<file path="config.mk">
export PLATFORM = sky130hd
export DESIGN_NAME = vga_pixel_arbiter
export DESIGN_NICKNAME = d
export VERILOG_FILES = /design/src/rtl/vga_pkg.sv /design/src/rtl/vga_pixel_arbiter_rr_arbiter.sv /design/src/rtl/vga_pixel_arbiter.sv
export SDC_FILE = /design/constraint.sdc
export NUM_CORES = 1
export LEC_CHECK = 0
export CORE_ASPECT_RATIO = 0.75
export CORE_MARGIN = 2
export CORE_UTILIZATION = 25
export CTS_CLUSTER_SIZE = 8
export DETAILED_ROUTE_END_ITERATION = 7
export PLACE_DENSITY = 0.49
export SYNTH_ARGS = -nofsm -noshare
export SYNTH_HDL_FRONTEND = slang
export SYNTH_SLANG_ARGS = --single-unit
</file>
<file path="constraint.sdc">
create_clock -name clk -period 8.55 [get_ports clk]
set_input_delay 1.2825 -clock clk [delete_from_list [all_inputs] [get_ports clk]]
set_output_delay 1.2825 -clock clk [all_outputs]
set_load 0.05 [all_outputs]
</file>
<file path="src/rtl/vga_pkg.sv">
// Shared constants for the VGA pixel arbiter: screen geometry, colour/address
// widths, coordinate field layout and the black colour used for erase.
package vga_pkg;

    localparam int X_MAX    = 160;
    localparam int Y_MAX    = 120;
    localparam int COLOUR_W = 9;
    localparam int ADDR_W   = 15;

    // Packed coordinate is {x[7:0], y[6:0]}
    localparam int COORD_W  = 15;
    localparam int X_W      = 8;
    localparam int X_LSB    = 7;
    localparam int Y_W      = 7;

    localparam logic [COLOUR_W-1:0] BLACK = '0;

    function automatic int ptr_width(input int n);
        return (n > 1) ? $clog2(n) : 1;
    endfunction

endpackage

</file>
<file path="src/rtl/vga_pixel_arbiter_rr_arbiter.sv">
// Combinational round-robin arbiter: first requester at or after ptr wins,
// wrapping modulo NUM_SRC. The pointer register lives in the parent.
module rr_arbiter
    import vga_pkg::*;
#(
    parameter int NUM_SRC = 4,
    parameter int PTR_W   = ptr_width(NUM_SRC)
) (
    input  logic [NUM_SRC-1:0] req,
    input  logic [PTR_W-1:0]   ptr,
    output logic [NUM_SRC-1:0] grant,
    output logic [PTR_W-1:0]   winner,
    output logic               found
);

    logic [31:0] pos;

    always_comb begin
        grant  = '0;
        winner = '0;
        found  = 1'b0;
        pos    = '0;
        for (int unsigned k = 0; k < NUM_SRC; k++) begin
            pos = 32'(ptr) + k;
            if (pos >= NUM_SRC) begin
                pos = pos - NUM_SRC;
            end
            if (!found && req[pos[PTR_W-1:0]]) begin
                found                  = 1'b1;
                winner                 = pos[PTR_W-1:0];
                grant[pos[PTR_W-1:0]]  = 1'b1;
            end
        end
    end

endmodule

</file>
<file path="src/rtl/vga_pixel_arbiter.sv">
// Merges NUM_SRC pixel sources onto the VGA write port with round-robin
// arbitration and a 2-stage pipeline; VGA_BG_ERASE_EN enables background-RAM erase.
module vga_pixel_arbiter
    import vga_pkg::*;
#(
    parameter int NUM_SRC  = 4,
    parameter int X_MAX    = vga_pkg::X_MAX,
    parameter int Y_MAX    = vga_pkg::Y_MAX,
    parameter int COLOUR_W = vga_pkg::COLOUR_W,
    parameter int ADDR_W   = vga_pkg::ADDR_W
) (
    input  logic                         clk,
    input  logic                         resetn,
    input  logic [NUM_SRC-1:0]           src_valid,
    output logic [NUM_SRC-1:0]           src_ready,
    input  logic [NUM_SRC*COORD_W-1:0]   src_coord,
    input  logic [NUM_SRC*COLOUR_W-1:0]  src_colour,
    input  logic [NUM_SRC-1:0]           src_erase,
    output logic [ADDR_W-1:0]            bg_addr,
    input  logic [COLOUR_W-1:0]          bg_q,
    output logic [COORD_W-1:0]           coordinates,
    output logic [COLOUR_W-1:0]          colours,
    output logic                         VGA_write_enable,
    output logic [7:0]                   drop_count,
    output logic                         busy
);

    localparam int PTR_W = ptr_width(NUM_SRC);

    logic [PTR_W-1:0]    rr_ptr;
    logic [PTR_W-1:0]    winner;
    logic [NUM_SRC-1:0]  grant;
    logic                any_req;
    logic                accept;

    logic [COORD_W-1:0]  sel_coord;
    logic [COLOUR_W-1:0] sel_colour;
    logic                sel_erase;
    logic                sel_in_range;

    logic                s1_valid, s1_erase, s1_in_range;
    logic [COORD_W-1:0]  s1_coord;
    logic [COLOUR_W-1:0] s1_colour;
    logic                s2_valid, s2_erase, s2_in_range;
    logic [COORD_W-1:0]  s2_coord;
    logic [COLOUR_W-1:0] s2_colour;
    logic [COLOUR_W-1:0] out_colour;

    rr_arbiter #(
        .NUM_SRC (NUM_SRC),
        .PTR_W   (PTR_W)
    ) u_arb (
        .req    (src_valid),
        .ptr    (rr_ptr),
        .grant  (grant),
        .winner (winner),
        .found  (any_req)
    );

    assign src_ready = resetn ? '0 : grant;
    assign accept    = any_req & ~resetn;

    always_comb begin
        sel_coord  = '0;
        sel_colour = '0;
        sel_erase  = 1'b0;
        for (int unsigned i = 0; i < NUM_SRC; i++) begin
            if (grant[i]) begin
                sel_coord  = src_coord[i*COORD_W +: COORD_W];
                sel_colour = src_colour[i*COLOUR_W +: COLOUR_W];
                sel_erase  = src_erase[i];
            end
        end
        sel_in_range = (32'(sel_coord[COORD_W-1:X_LSB]) < X_MAX) &&
                       (32'(sel_coord[Y_W-1:0]) < Y_MAX);
    end

    always_ff @(posedge clk) begin
        if (resetn) begin
            rr_ptr <= '0;
        end else if (accept) begin
            rr_ptr <= (winner == PTR_W'(NUM_SRC - 1)) ? '0 : winner + PTR_W'(1);
        end
    end

    always_ff @(posedge clk) begin
        if (resetn) begin
            s1_valid    <= 1'b0;
            s1_coord    <= '0;
            s1_colour   <= '0;
            s1_erase    <= 1'b0;
            s1_in_range <= 1'b0;
            s2_valid    <= 1'b0;
            s2_coord    <= '0;
            s2_colour   <= '0;
            s2_erase    <= 1'b0;
            s2_in_range <= 1'b0;
        end else begin
            s1_valid <= accept;
            if (accept) begin
                s1_coord    <= sel_coord;
                s1_colour   <= sel_colour;
                s1_erase    <= sel_erase;
                s1_in_range <= sel_in_range;
            end
            s2_valid    <= s1_valid;
            s2_coord    <= s1_coord;
            s2_colour   <= s1_colour;
            s2_erase    <= s1_erase;
            s2_in_range <= s1_in_range;
        end
    end

`ifdef VGA_BG_ERASE_EN
    // RAM samples this address on the stage-2 edge, so bg_q lines up with stage 2
    assign bg_addr = ADDR_W'(32'(s1_coord[Y_W-1:0]) * X_MAX +
                             32'(s1_coord[COORD_W-1:X_LSB]));

    always_comb begin
        out_colour = s2_erase ? bg_q : s2_colour;
    end
`else
    logic unused_bg;

    assign bg_addr   = '0;
    assign unused_bg = ^bg_q;

    always_comb begin
        out_colour = s2_erase ? COLOUR_W'(BLACK) : s2_colour;
    end
`endif

    always_ff @(posedge clk) begin
        if (resetn) begin
            coordinates      <= '0;
            colours          <= '0;
            VGA_write_enable <= 1'b0;
            drop_count       <= '0;
        end else begin
            coordinates      <= s2_coord;
            colours          <= out_colour;
            VGA_write_enable <= s2_valid & s2_in_range;
            if (s2_valid && !s2_in_range && drop_count != 8'hFF) begin
                drop_count <= drop_count + 8'd1;
            end
        end
    end

    assign busy = s1_valid | s2_valid | VGA_write_enable;

endmodule

</file>
==> impl_metrics.yaml, run 1 <==
# flow metrics
synth:
  simple_gate_share_pct: 21.62
  xor_share_pct: 1.794
  edf_count: 0
  logic_family: "simple AND/OR/NAND/NOR gates"
  ys_sh_adder_pct: 2.279
  synthFlopType: "dfxtp_1"
  synth_top_area_share_pct: 40.56
  yosys.area.top_type: "dfxtp_1"
  ys_sh_mux_pct: 4.956
power_and_ir_drop:
  p_leak_nw: 2.319
  power_frac_clock_pct: 18.8
  vdd_ir_drop_max_mv: 0.1349
  p_clk_mw: 0.374
floorplanning:
  die_height_um: 118.8
  chipArea_um2: 18660
final_layout:
  nNonClkBuffers: 149
  sh_seq_area_pct: 28.79
  regArea_um2: 1782
  fin_area_um2: 6190
  final-clk-cell-share_pct: 4.568
  nNonClkInverters: 10
grt:
  grt_use_met1_pct: 20.00
  grt.total_usage_pct: 13.91
  busiest_layer: "met2"
  grt_pass1_vias: 3681
final_timing:
  hold-worst-slack_ps: 423.1
  slew_headroom_pct: 36.92
  drv_slew: 0
clock_network:
  htreeDepth: 3
  cts_root_buf: "clkbuf_16"
flow_run:
  log.warning_count: 41
worst_setup_path:
  r2r_slack_ps: 3510
  slowest_delay_ps: 940
  worst-r2r-cell-count: 11
  startpoint_type: "flop"
  cpMaxStageDelayCell: "dfxtp_1"
  endpoint_kind: "output pin"
  cp_cell_sequence: "inv_2 > ha_1 > or3b_4 > a2111oi_4 > or2_1 > o2bb2ai_4 > nor2b_1 > clkdlybuf4s50_1"
placement:
  gp_routability_congestion: 0.7674
  dpl.cell_count: 817
  placed_cell_area_um2: 5907
  hpwl_um: 9373
route:
  wl_per_cell_um: 15.51
  wl_met3_um: 648
  route.detailed.drc: 0
  met1_length_um: 6591
hold_path:
  holdPathEnd: "colours[1]"
  worst_hold_path.num_cells: 1
  min_from: "s2_colour[1]"
status:
  status: "finished, final reports clean"
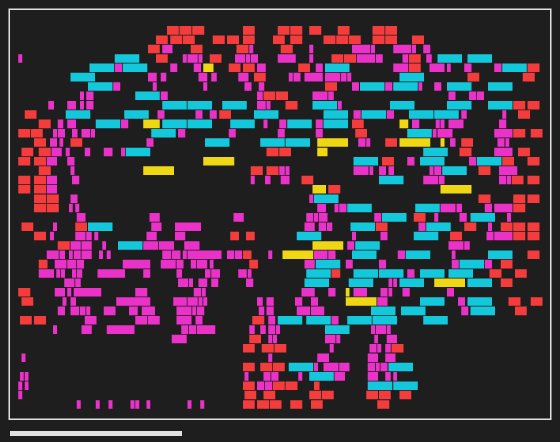
*Placed cells, one colour a class, run 1*
The bar under the picture is 50 µm long.
- magenta: combinational and other logic (cells 343; share of their area 40%)
- cyan: flops (cells 89; share of their area 30%)
- red: other buffers and delay cells (cells 149; share of their area 25%)
- yellow: clock drivers and dummy loads (cells 16; share of their area 4.8%)

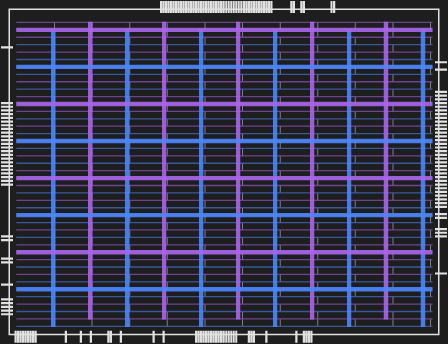
*PDN straps and rails, run 1*
Pins as bars on the die edge. Tap cells in grey.
- blue: VSS
- purple: VDD
- met5 straps: 8
- met1 rails: 42

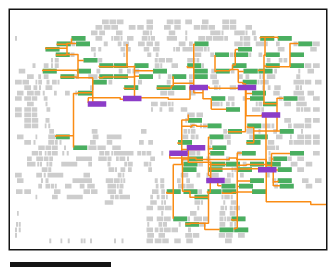
*Clock distribution, run 1*
The bar under the picture is 50 µm long.
- green: flip-flops (count 89)
- purple: clock drivers (count 9)
- orange: clock wires (length 1160 µm)
- routed clock nets: 10

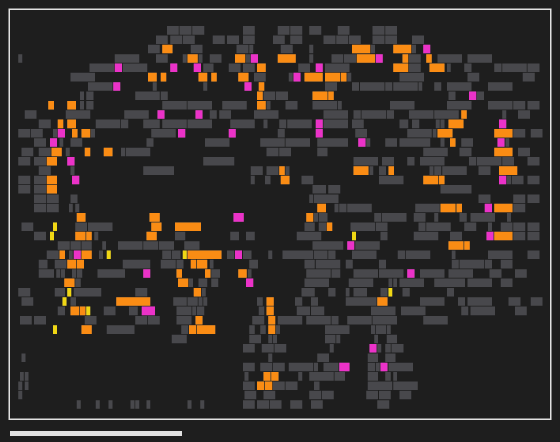
*Gate-type map, run 1*
The bar under the picture is 50 µm long.
- orange: inverting AOI/OAI gates (cells 95; where all over the die)
- magenta: AND and OR gates (cells 38)
- yellow: inverters (cells 10)

### The clock network, run 1

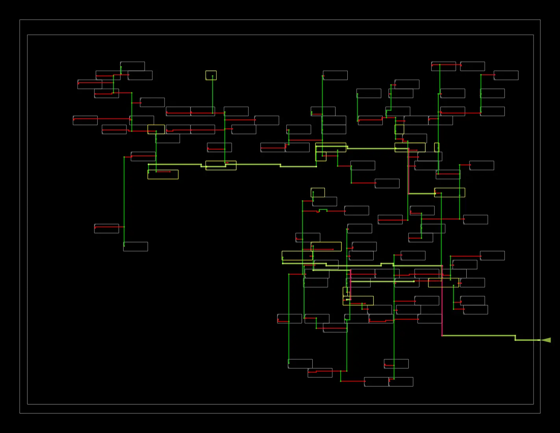

==> inputs of run 2 (changes only) <==
clock period = 5.66 ns   (was 8.55 ns; I/O delays follow)
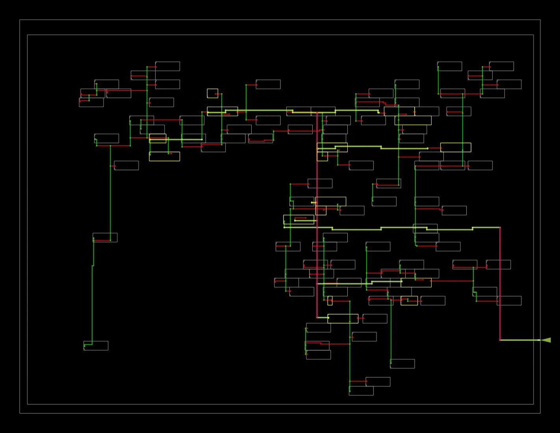
*The clock network, run 2*
Layout Skew: 14.91 ps
clock sink count: 89
flop count: 89
Layout clock buffers: 12

==> impl_metrics.yaml, run 2 <==
# flow metrics
status:
  status: "finished, final reports clean"
synth:
  ys_sh_mux_pct: 4.956
  xor_share_pct: 1.794
  async_reset_ff_share_pct: 0
  edf_count: 0
  logic_family: "simple AND/OR/NAND/NOR gates"
  syn_area_um2: 4393
  yosys.area.top_type: "dfxtp_1"
  ys_sh_adder_pct: 2.279
  simple_gate_share_pct: 21.62
  synthFlopType: "dfxtp_1"
grt:
  grt_use_met1_pct: 19.27
  busiest_layer: "met2"
  grt_pass1_vias: 3874
  grt.total_usage_pct: 14.52
flow_run:
  log.warning_count: 41
clock_network:
  cts_root_buf: "clkbuf_16"
final_layout:
  fin_area_um2: 6250
  sh_seq_area_pct: 28.51
  syn_to_final_growth_pct: 42.27
  nNonClkInverters: 10
  nNonClkBuffers: 153
power_and_ir_drop:
  p_leak_nw: 2.358
  power_frac_clock_pct: 20.1
  p_comb_mw: 1.65
  vdd_ir_drop_max_mv: 0.1708
  p_clk_mw: 0.619
final_timing:
  drv_slew: 0
  slew_headroom_pct: 39.65
  hold-worst-slack_ps: 428.5
worst_setup_path:
  cp_cell_sequence: "buf_4 > inv_1 > ha_1 > or3b_4 > a2111oi_4 > or2_1 > o2bb2ai_4 > nor2b_1 > clkdlybuf4s50_1"
  cpMaxStageDelayCell: "clkdlybuf4s50_1"
  startpoint_type: "flop"
  r2r_slack_ps: 1610
  slowest_delay_ps: 830
  worst-r2r-cell-count: 12
  endpoint_kind: "output pin"
floorplanning:
  die_height_um: 118.8
route:
  route.detailed.drc: 0
  met1_length_um: 6377
  wl_met3_um: 723
hold_path:
  holdPathEnd: "colours[6]"
  worst_hold_path.num_cells: 1
  min_from: "s2_colour[6]"
placement:
  dpl.cell_count: 821
  hpwl_um: 9539
  placed_cell_area_um2: 5937
